<file path="src/rtl/lcd_ctrl.sv">
// HD44780-style character LCD write sequencer: turns each LSU store into one
// timed bus write (setup, enable pulse, hold, execution wait) with a one-deep pending buffer.
module lcd_ctrl #(
    parameter int T_SETUP = 2,
    parameter int T_EN    = 12,
    parameter int T_HOLD  = 2,
    parameter int T_EXEC  = 2000,
    parameter int T_CLEAR = 82000,
    parameter int CNT_W   = 17
) (
    input  logic        i_clk,
    input  logic        i_reset,
    input  logic [31:0] i_lcd_word,
    input  logic        i_wr_stb,
    input  logic        i_ovf_clr,
    output logic [7:0]  o_lcd_data,
    output logic        o_lcd_rs,
    output logic        o_lcd_rw,
    output logic        o_lcd_en,
    output logic        o_lcd_on,
    output logic        o_busy,
    output logic        o_overflow
);

    typedef enum logic [2:0] {IDLE, SETUP, PULSE, HOLD, EXEC} state_t;

    // Counter is loaded with duration-1 on state entry and the state ends when it reaches zero.
    localparam logic [CNT_W-1:0] LD_SETUP = CNT_W'(T_SETUP - 1);
    localparam logic [CNT_W-1:0] LD_EN    = CNT_W'(T_EN - 1);
    localparam logic [CNT_W-1:0] LD_HOLD  = CNT_W'(T_HOLD - 1);
    localparam logic [CNT_W-1:0] LD_EXEC  = CNT_W'(T_EXEC - 1);
    localparam logic [CNT_W-1:0] LD_CLEAR = CNT_W'(T_CLEAR - 1);

    state_t           state, state_nxt;
    logic [CNT_W-1:0] cnt, cnt_nxt;
    logic             pend_vld, pend_vld_nxt;
    logic [8:0]       pend_cmd, pend_cmd_nxt;
    logic [8:0]       cmd_nxt;
    logic             cmd_ld;
    logic             drop;
    logic             last;
    logic             exec_end;
    logic             long_cmd;
    logic [8:0]       new_word;
    logic             unused_word_bits;

    assign new_word         = {i_lcd_word[9], i_lcd_word[7:0]};
    assign unused_word_bits = ^{i_lcd_word[30:10], i_lcd_word[8]};
    assign last             = (cnt == '0);
    assign exec_end         = (state == EXEC) && last;
    assign long_cmd         = !o_lcd_rs && (o_lcd_data inside {8'h01, 8'h02, 8'h03});
    assign o_busy           = (state != IDLE) || pend_vld;
    assign o_lcd_rw         = 1'b0;

    always_comb begin
        state_nxt    = state;
        cnt_nxt      = cnt;
        pend_vld_nxt = pend_vld;
        pend_cmd_nxt = pend_cmd;
        cmd_ld       = 1'b0;
        cmd_nxt      = new_word;
        drop         = 1'b0;

        case (state)
            IDLE: begin
                if (i_wr_stb) begin
                    cmd_ld    = 1'b1;
                    state_nxt = SETUP;
                    cnt_nxt   = LD_SETUP;
                end
            end
            SETUP: begin
                if (last) begin
                    state_nxt = PULSE;
                    cnt_nxt   = LD_EN;
                end else begin
                    cnt_nxt = cnt - CNT_W'(1);
                end
            end
            PULSE: begin
                if (last) begin
                    state_nxt = HOLD;
                    cnt_nxt   = LD_HOLD;
                end else begin
                    cnt_nxt = cnt - CNT_W'(1);
                end
            end
            HOLD: begin
                if (last) begin
                    state_nxt = EXEC;
                    cnt_nxt   = long_cmd ? LD_CLEAR : LD_EXEC;
                end else begin
                    cnt_nxt = cnt - CNT_W'(1);
                end
            end
            EXEC: begin
                if (last) begin
                    if (pend_vld) begin
                        cmd_ld       = 1'b1;
                        cmd_nxt      = pend_cmd;
                        pend_vld_nxt = 1'b0;
                        state_nxt    = SETUP;
                        cnt_nxt      = LD_SETUP;
                    end else if (i_wr_stb) begin
                        cmd_ld    = 1'b1;
                        state_nxt = SETUP;
                        cnt_nxt   = LD_SETUP;
                    end else begin
                        state_nxt = IDLE;
                    end
                end else begin
                    cnt_nxt = cnt - CNT_W'(1);
                end
            end
            default: begin
                state_nxt = IDLE;
                cnt_nxt   = '0;
            end
        endcase

        // On the last EXEC cycle the pending slot is freed in the same edge, so a
        // strobe then refills it instead of being dropped (bypass case excluded).
        if (i_wr_stb && (state != IDLE) && !(exec_end && !pend_vld)) begin
            if (!pend_vld || exec_end) begin
                pend_vld_nxt = 1'b1;
                pend_cmd_nxt = new_word;
            end else begin
                drop = 1'b1;
            end
        end
    end

    always_ff @(posedge i_clk or negedge i_reset) begin
        if (!i_reset) begin
            state      <= IDLE;
            cnt        <= '0;
            pend_vld   <= 1'b0;
            pend_cmd   <= '0;
            o_lcd_data <= '0;
            o_lcd_rs   <= 1'b0;
            o_lcd_en   <= 1'b0;
            o_lcd_on   <= 1'b0;
            o_overflow <= 1'b0;
        end else begin
            state    <= state_nxt;
            cnt      <= cnt_nxt;
            pend_vld <= pend_vld_nxt;
            pend_cmd <= pend_cmd_nxt;
            if (cmd_ld) {o_lcd_rs, o_lcd_data} <= cmd_nxt;
            o_lcd_en <= (state_nxt == PULSE);
            o_lcd_on <= i_lcd_word[31];
            if (drop)           o_overflow <= 1'b1;
            else if (i_ovf_clr) o_overflow <= 1'b0;
        end
    end

endmodule

</file>
<file path="config.mk">
export PLATFORM = sky130hd
export DESIGN_NAME = lcd_ctrl
export DESIGN_NICKNAME = d
export VERILOG_FILES = /design/src/rtl/lcd_ctrl.sv
export SDC_FILE = /design/constraint.sdc
export NUM_CORES = 1
export LEC_CHECK = 0
export CAP_MARGIN = 20
export CELL_PAD_IN_SITES_DETAIL_PLACEMENT = 1
export CELL_PAD_IN_SITES_GLOBAL_PLACEMENT = 2
export CORE_MARGIN = 2
export CORE_UTILIZATION = 35
export DETAILED_ROUTE_END_ITERATION = 10
export PLACE_DENSITY_LB_ADDON = 0.1
export RECOVER_POWER = 100
export SLEW_MARGIN = 10
export SYNTH_ARGS = -nofsm -noshare
export SYNTH_HDL_FRONTEND = slang
export SYNTH_SLANG_ARGS = --single-unit
</file>
<file path="constraint.sdc">
create_clock -name i_clk -period 6.2 [get_ports i_clk]
set_clock_uncertainty 0.15 [all_clocks]
set_input_delay 1.24 -clock i_clk [delete_from_list [all_inputs] [get_ports i_clk]]
set_output_delay 1.24 -clock i_clk [all_outputs]
set_load 0.1 [all_outputs]
</file>
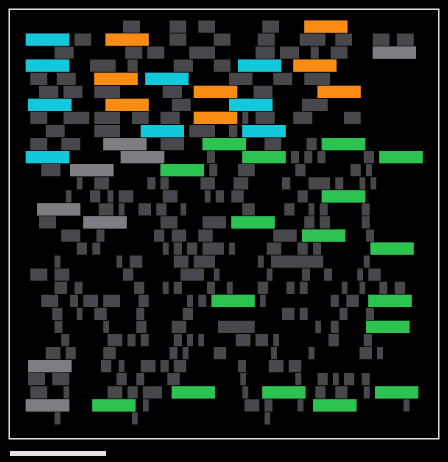
run_1/registers.png
The bar under the picture is 20 µm long.
Key: cnt = green [placed flops 17]; o_lcd_data = orange [placed flops 8]; pend_cmd = cyan [placed flops 9]

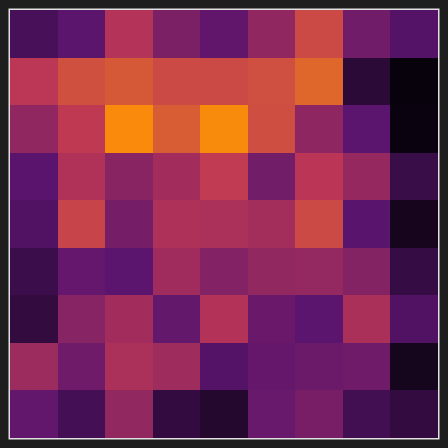
run_1/density.png
The die is cut into 9 by 9 equal tiles; black is low, pale yellow is high, 0 to 100% covered.
The fullest tile reaches 75%. The mean over all tiles is 35%. 1.2% of the tiles are nearly empty. The densest ninth of the die: top middle.
Std-Cell Core Area: 7140 µm²
floorplan-stage core utilization: 35.5%

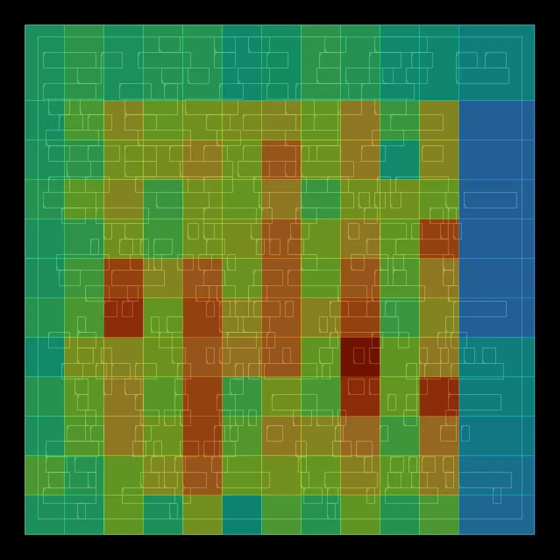
run_1/final_congestion.png
most used routing layer: met2
GR Util met1: 25.7%

==> impl_metrics.yaml, run 1 <==
# synthesis and place-and-route metrics
final_layout:
  biggestCellCategory: "combinational gates"
  n_all_buffers: 27
  largest-register: "cnt"
  comb_area_share_pct: 45.8
  logic_gate_count: 189
  largest_register_ffs: 17
  layout_top_cell: "dfrtp_1"
  area_growth_pct: 15.0
  logic_area_um2: 1340
  nClkBuffers: 5
  fin_util_pct: 40.9
clock_tree:
  clkLatencyLatePin_ps: 300
  ctsHoldBuffers: 0
  cts-root-buf: "clkbuf_8"
  clk_pin_slew_ps: 90
  cts_tree: "done"
critical_path:
  crit_path_top_delay_cell: "dlygate4sd3_1"
  r2r_slack_ps: 2380
  startpoint: "state[2]$_DFF_PN0_"
  reg2reg_from: "cnt[0]$_DFF_PN0_"
  worstSetupPathDepth: 3
  crit_arrival_ps: 2510
run_status:
  status: "complete, but fails checks"
  violations: "capacitance limit, slew limit"
logic_synthesis:
  ys_seq_share_pct: 41.4
  ys_top_logic_family: "simple AND/OR/NAND/NOR gates"
  adder_share_pct: 1.38
  synth-compound-area-share_pct: 18.0
  mux_share_pct: 14.7
  top_cell_area_share_pct: 41.4
  synth_xor_xnor_area_share_pct: 1.38
  syn_nets: 292
  simple_gate_share_pct: 19.1
  yosys_area_um2: 2540
  netlist.top_cell.by_area: "dfrtp_1"
  yosys_warnings: 0
  ys_cells: 254
flow_run:
  max_cap_violations: 2
  tool_warnings: 49
place:
  finalWeightedCongestion: 0.783
  dpl-instance-area_um2: 2850
  hpwl_um: 4830
  port_buffers: 26
routing:
  drtPass1Iterations: 4
  vias_per_cell: 5.49
  routed_wl_um: 6740
  met3_length_um: 126
floorplan:
  rows: 31
  die_w_um: 89.1
final_timing:
  drv_slew: 53
  holdWs_ps: 356
  setup_viol_count_final: 0
power:
  swShare_pct: 24.0
  leakage_uw: 0.00117
  p_clk_share_pct: 41.4
  comb_power_share_pct: 6.7
  p_clk_uw: 229
hold_path:
  worstHoldEndpoint: "pend_cmd[0]$_DFFE_PN0P_"
  hp-class: "reg -> reg"
grt:
  track_usage_pct: 18.3
==> run 2: changes to the inputs <==
--- a/config.mk
+++ b/config.mk
@@ -9,7 +9,7 @@
 export CELL_PAD_IN_SITES_DETAIL_PLACEMENT = 1
 export CELL_PAD_IN_SITES_GLOBAL_PLACEMENT = 2
 export CORE_MARGIN = 2
-export CORE_UTILIZATION = 35
+export CORE_UTILIZATION = 29
 export DETAILED_ROUTE_END_ITERATION = 10
 export PLACE_DENSITY_LB_ADDON = 0.1
 export RECOVER_POWER = 100
==> constraint.sdc (replaced) <==
create_clock -name i_clk -period 3.45 [get_ports i_clk]
set_clock_uncertainty 0.15 [all_clocks]
set_input_delay 0.69 -clock i_clk [delete_from_list [all_inputs] [get_ports i_clk]]
set_output_delay 0.69 -clock i_clk [all_outputs]
set_load 0.1 [all_outputs]
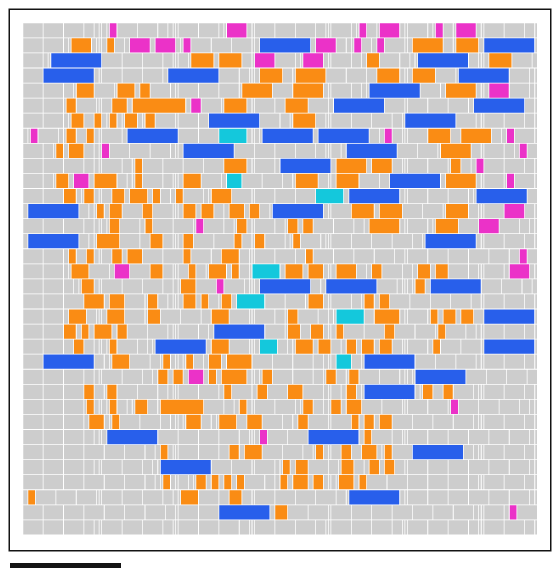
run_2/cell_classes.png
The bar under the picture is 20 µm long. Fill, decap, tap and diode cells in grey.
Key: all other logic = orange [cells 199, share of their area 51%]; flip-flops = blue [cells 42, share of their area 38%]; clock drivers and dummy loads = cyan [cells 8, share of their area 3.4%]; other buffers and delay cells = magenta [cells 35, share of their area 7.9%]
utilization after layout: 33.6%
site row count: 34

==> impl_metrics.yaml, run 2 <==
# synthesis and place-and-route metrics
run_status:
  status: "finished clean"
clock_tree:
  cts-root-buf: "clkbuf_8"
  clk_pin_slew_ps: 90
  clkLatencyLatePin_ps: 300
  cts.htree.levels: 2
  numClockSinks: 42
  cts_tree: "done"
  ctsHoldBuffers: 0
grt:
  grt_pass1_vias: 2162
  track_usage_pct: 15.8
  busiest_layer: "met2"
  grt_util_met1_pct: 23.1
  grt_max_degree: 43
  use_met2_pct: 24.7
  antenna_found_initial: 0
critical_path:
  cp_slowest_stage_delay_ps: 860
  reg2reg_from: "cnt[0]$_DFF_PN0_"
  startpoint: "state[2]$_DFF_PN0_"
  worstSetupPathDepth: 3
  crit_path_top_delay_cell: "buf_1"
  crit_arrival_ps: 2190
  r2r_slack_ps: 530
final_layout:
  fill_cells: 1000
  layout_top_cell: "dfrtp_1"
  logic_gate_count: 189
  n_all_buffers: 35
  largest_register_ffs: 17
  comb_area_share_pct: 46.9
  logic_area_um2: 1360
  sh_seq_area_pct: 36.3
  largest-register: "cnt"
  nClkBuffers: 5
  biggestCellCategory: "combinational gates"
  area_growth_pct: 14.0
logic_synthesis:
  simple_gate_share_pct: 19.1
  ys_cells: 254
  yosys_warnings: 0
  syn_nets: 292
  ys_top_logic_family: "simple AND/OR/NAND/NOR gates"
  synth_xor_xnor_area_share_pct: 1.38
  adder_share_pct: 1.38
  top_cell_area_share_pct: 41.4
  synth-compound-area-share_pct: 18.0
  ys_seq_share_pct: 41.4
  yosys_area_um2: 2540
  netlist.top_cell.by_area: "dfrtp_1"
  mux_share_pct: 14.7
  synth.most_common_cell: "dfrtp_1"
  ys_ff: 42
final_timing:
  finalHoldViolCount: 0
  holdWs_ps: 354
  drv_slew: 0
  setup_viol_count_final: 0
floorplan:
  coreArea_um2: 8590
  fp_util_pct: 29.5
  die_w_um: 97.5
place:
  hpwl_um: 5150
  port_buffers: 26
  dpl-instance-area_um2: 2890
  finalWeightedCongestion: 0.759
hold_path:
  worstHoldEndpoint: "o_overflow$_DFFE_PN0P_"
  min_from: "o_overflow$_DFFE_PN0P_"
  hp-class: "reg -> reg"
routing:
  vias_per_cell: 5.36
  routed_wl_um: 7240
  met3_length_um: 155
  drtPass1Iterations: 4
flow_run:
  max_cap_violations: 0
  tool_warnings: 49
power:
  swShare_pct: 26.4
  p_clk_uw: 344
  leakage_uw: 0.00112
  power.group.top: "registers"
  p_clk_share_pct: 37.2
  comb_power_share_pct: 7.2
==> run 3: changes to the inputs <==
--- a/config.mk
+++ b/config.mk
@@ -17,3 +17,4 @@
 export SYNTH_ARGS = -nofsm -noshare
 export SYNTH_HDL_FRONTEND = slang
 export SYNTH_SLANG_ARGS = --single-unit
+export TNS_END_PERCENT = 20
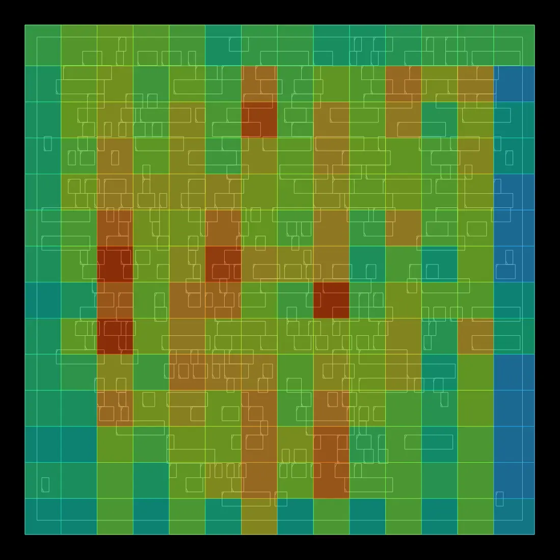
run_3/final_congestion.png
global-route track usage on met3: 2.16%
M2 GR Usage: 24.7%
post-DR wirelength/cell: 18.5 µm

==> impl_metrics.yaml, run 3 <==
# synthesis and place-and-route metrics
logic_synthesis:
  ys_cells: 254
  mux_share_pct: 14.7
  top_cell_area_share_pct: 41.4
  ys_seq_share_pct: 41.4
  yosys_area_um2: 2540
  synth-edff-count: 0
  synth-compound-area-share_pct: 18.0
  ys_top_logic_family: "simple AND/OR/NAND/NOR gates"
  synth_xor_xnor_area_share_pct: 1.38
  yosys_warnings: 0
  async_flop_share_pct: 100
  ys_ff: 42
  netlist.top_cell.by_area: "dfrtp_1"
  syn_nets: 292
  synth.most_common_cell: "dfrtp_1"
  adder_share_pct: 1.38
  simple_gate_share_pct: 19.1
final_layout:
  clkCellAreaFrac_pct: 3.20
  comb_area_share_pct: 46.9
  top_regs: "cnt: 17 flops, pend_cmd: 9 flops, o_lcd_data: 8 flops"
  fin_nets: 321
  logic_gate_count: 189
  n_all_buffers: 35
  logic_area_um2: 1360
  largest_register_ffs: 17
  num-nonclk-inverters: 10
  sh_seq_area_pct: 36.3
  fin_util_pct: 33.6
  biggestCellCategory: "combinational gates"
  layout_top_cell: "dfrtp_1"
  nClkBuffers: 5
  fill_cells: 1000
  area_growth_pct: 14.0
critical_path:
  crit_path_top_delay_cell: "buf_1"
  reg2reg_from: "cnt[0]$_DFF_PN0_"
  worstSetupEndpoint: "o_busy"
  crit_arrival_ps: 2190
  cp.required_ps: 2610
  worst-setup-path-type: "reg -> out"
  worstSetupPathDepth: 3
  r2r_slack_ps: 530
  crit_family: "buffers and inverters"
  cp_slowest_stage_delay_ps: 860
  startpoint: "state[2]$_DFF_PN0_"
clock_tree:
  clk_pin_slew_ps: 90
  ctsHoldBuffers: 0
  clkLatencyLatePin_ps: 300
  cts-root-buf: "clkbuf_8"
  numClockSinks: 42
  cts_tree: "done"
  cts.htree.levels: 2
routing:
  met3_length_um: 155
  routed_wl_um: 7240
  drc: 0
  wl_met2_um: 3230
  drtPass1Iterations: 4
  vias_per_cell: 5.36
hold_path:
  worstHoldEndpoint: "o_overflow$_DFFE_PN0P_"
  min_from: "o_overflow$_DFFE_PN0P_"
  worst_hold_path.num_cells: 1
place:
  hpwl_um: 5150
  dpl.cell_count: 382
  port_buffers: 26
  finalWeightedCongestion: 0.759
  dpl-instance-area_um2: 2890
floorplan:
  rows: 34
  die_w_um: 97.5
  coreArea_um2: 8590
  fp_util_pct: 29.5
grt:
  track_usage_pct: 15.8
  grt_max_degree: 43
  grt_util_met1_pct: 23.1
  antenna_found_initial: 0
  busiest_layer: "met2"
  grt_pass1_vias: 2162
power:
  power.group.top: "registers"
  p_clk_share_pct: 37.2
  intPower_uw: 681
  leakage_uw: 0.00112
  p_clk_uw: 344
  swShare_pct: 26.4
  comb_power_share_pct: 7.2
run_status:
  status: "finished clean"
final_timing:
  holdWs_ps: 354
  finalHoldViolCount: 0
  setup_viol_count_final: 0
  drv_slew: 0
flow_run:
  max_cap_violations: 0
  tool_warnings: 49
Power is estimated from default activity; no workload was simulated.
